Figure 1. Wires at chosen ports, followed through buffers.
Drawn at 12 px/um.
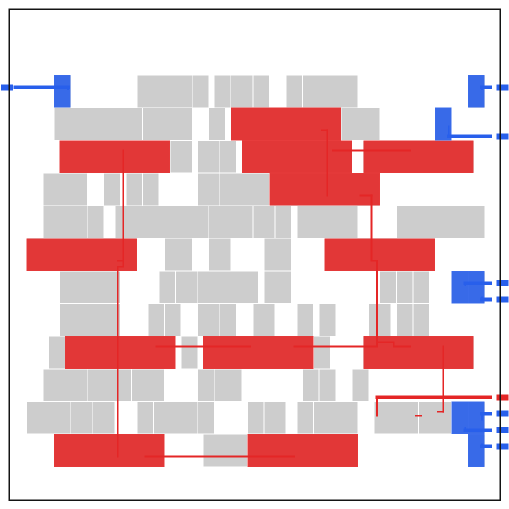
Figure 2. Placement by cell class.
Drawn at 6 px/um.
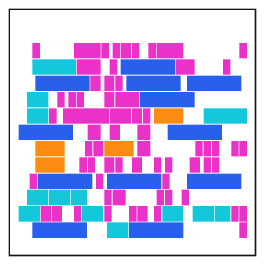
--- config.mk ---
export PLATFORM = sky130hd
export DESIGN_NAME = moore_seq_ctrl
export DESIGN_NICKNAME = d
export VERILOG_FILES = /design/src/rtl/moore_seq_ctrl.sv
export SDC_FILE = /design/constraint.sdc
export NUM_CORES = 1
export LEC_CHECK = 0
export ABC_AREA = 1
export CORE_UTILIZATION = 45
export CTS_BUF_LIST = sky130_fd_sc_hd__clkbuf_8 sky130_fd_sc_hd__clkbuf_16
export DETAILED_ROUTE_END_ITERATION = 8
export PLACE_DENSITY_LB_ADDON = 0.15
export SYNTH_ARGS = -nofsm -noshare
export SYNTH_HDL_FRONTEND = slang
export SYNTH_SLANG_ARGS = --single-unit
--- constraint.sdc ---
create_clock -name clk -period 1.45 [get_ports clk]
set_input_delay 0.29 -clock clk [delete_from_list [all_inputs] [get_ports clk]]
set_output_delay 0.29 -clock clk [all_outputs]
set_load 0.05 [all_outputs]
--- src/rtl/moore_seq_ctrl.sv ---
// Programmable Moore sequence detector: shifts accepted serial bits into a history
// register and raises a registered detect flag when the history matches a loaded pattern.
// Optional saturating hit counter is built only when MSD_HIT_COUNTER_EN is defined.
module moore_seq_ctrl #(
  parameter int unsigned PAT_W   = 4,
  parameter int unsigned OVERLAP = 1,
  parameter int unsigned CNT_W   = 8
) (
  input  logic             clk,
  input  logic             rst,
  input  logic             cfg_load,
  input  logic [PAT_W-1:0] cfg_pattern,
  input  logic             cfg_clear,
  input  logic             din_valid,
  input  logic             din,
  output logic             armed,
  output logic             detect,
  output logic [CNT_W-1:0] hit_count
);

  localparam int unsigned FillW = $clog2(PAT_W + 1);
  localparam logic [FillW-1:0] FillFull = FillW'(PAT_W);

  typedef enum logic [0:0] {StIdle, StRun} state_e;

  state_e           state_q, state_d;
  logic [PAT_W-1:0] pattern_q, pattern_d;
  logic [PAT_W-1:0] hist_q, hist_d;
  logic [FillW-1:0] fill_q, fill_d;
  logic             detect_q, detect_d;

  logic             accept;
  logic             match;
  logic [PAT_W-1:0] hist_shift;
  logic [FillW-1:0] fill_inc;

  // State register
  always_ff @(posedge clk or negedge rst) begin
    if (!rst) begin
      state_q   <= StIdle;
      pattern_q <= '0;
      hist_q    <= '0;
      fill_q    <= '0;
      detect_q  <= 1'b0;
    end else begin
      state_q   <= state_d;
      pattern_q <= pattern_d;
      hist_q    <= hist_d;
      fill_q    <= fill_d;
      detect_q  <= detect_d;
    end
  end

  // Next-state and datapath
  always_comb begin
    state_d    = state_q;
    pattern_d  = pattern_q;
    hist_d     = hist_q;
    fill_d     = fill_q;
    hist_shift = {hist_q[PAT_W-2:0], din};
    fill_inc   = (fill_q == FillFull) ? fill_q : fill_q + FillW'(1);
    // Any strobe drops the bit arriving in the same cycle
    accept     = (state_q == StRun) && din_valid && !cfg_load && !cfg_clear;
    match      = accept && (fill_inc == FillFull) && (hist_shift == pattern_q);
    detect_d   = match;

    unique case (state_q)
      StIdle: begin
        if (cfg_load) state_d = StRun;
      end
      StRun: begin
        if (!cfg_load && cfg_clear) state_d = StIdle;
      end
      default: state_d = StIdle;
    endcase

    if (cfg_load) begin
      pattern_d = cfg_pattern;
      hist_d    = '0;
      fill_d    = '0;
    end else if (accept) begin
      hist_d = hist_shift;
      fill_d = (match && (OVERLAP == 0)) ? '0 : fill_inc;
    end
  end

`ifdef MSD_HIT_COUNTER_EN
  logic [CNT_W-1:0] cnt_q, cnt_d;

  always_ff @(posedge clk or negedge rst) begin
    if (!rst) cnt_q <= '0;
    else      cnt_q <= cnt_d;
  end

  always_comb begin
    cnt_d = cnt_q;
    if (cfg_load)                             cnt_d = '0;
    else if (match && (cnt_q != {CNT_W{1'b1}})) cnt_d = cnt_q + CNT_W'(1);
  end
`endif

  // Outputs
  always_comb begin
    armed  = (state_q == StRun);
    detect = detect_q;
`ifdef MSD_HIT_COUNTER_EN
    hit_count = cnt_q;
`else
    hit_count = '0;
`endif
  end

endmodule

==> results_slide.txt <==
Key Metrics from the Run

Floorplan
  – Die X: a little over 40 um
  – Std cell rows: 13

Placed design
  – Post-Place Cells: between 100 and 150
  – Port bufs: 11

STA
  – Post-route setup slack: ~220 ps
  – Final period utilization: 0.8454
  – Post-route minimum period: around 1200 ps
  – RSZ-0062 raised after global routing: no
  – Number of max-slew violations in the final report: 0

Synthesis
  – XOR/XNOR Area Share: 0.01294
  – Cell Type Count: 18
  – Count of library flops with an enable pin: 0
  – AND/OR/NAND/NOR Cells, Area Fraction: 0.2384
  – Yosys warns: 0
  – Area fraction in mux cells: 0

Finish
  – Post-Route Utilization: 0.6302
  – Area Growth Syn to Fin: 25.69%
  – FF+latch count: 12
  – Finished Cell Area: 850.8 um^2

Clocking
  – CTS sink count: 12
  – H-tree depth: 1

Critical path
  – Nature of the critical path endpoint: flop
  – Cell Chain, Critical Path: clkdlybuf4s50_1 -> inv_8 -> nand4_4 -> nand2_4 -> nand3_2 -> nor2_2
  – Flop-to-flop setup slack: about 260 ps
  – Crit path DRT: roughly 1600 ps
  – CP Depth: 6

Global routing
  – M3 GR Usage: 0.08696
  – Grt peak-use layer: met2

Status
  – Status: complete, no violations

Power and ir drop
  – Combinational power share: 0.240
  – Int Pwr: between 0.6 and 0.7 mW
  – Tot Pwr: between 0.9 and 1 mW
  – Combinational power: roughly 0.24 mW
  – Part of the power in registers: 0.398

Hold path
  – Worst Hold Class: input pin to async pin

Flow run
  – Tool warnings: 27

Detailed routing
  – Top sig layer: met4
## Picture notes: Figure 1
Key: `rst` = red [bits 1, direction input, edge right, end cells 12, buffers 2, wire 100 um]; `hit_count` = blue [bits 8, direction output, edge 7 right, 1 left, end cells 8, buffers 0, wire 17.1 um]

## Picture notes: Figure 2
Key: remaining logic cells = magenta [cells 65]; clock drivers and dummy loads = orange [cells 4]; registers = blue [cells 12]; remaining buffers and delay cells = cyan [cells 13]

Power is estimated from default activity; no workload was simulated.
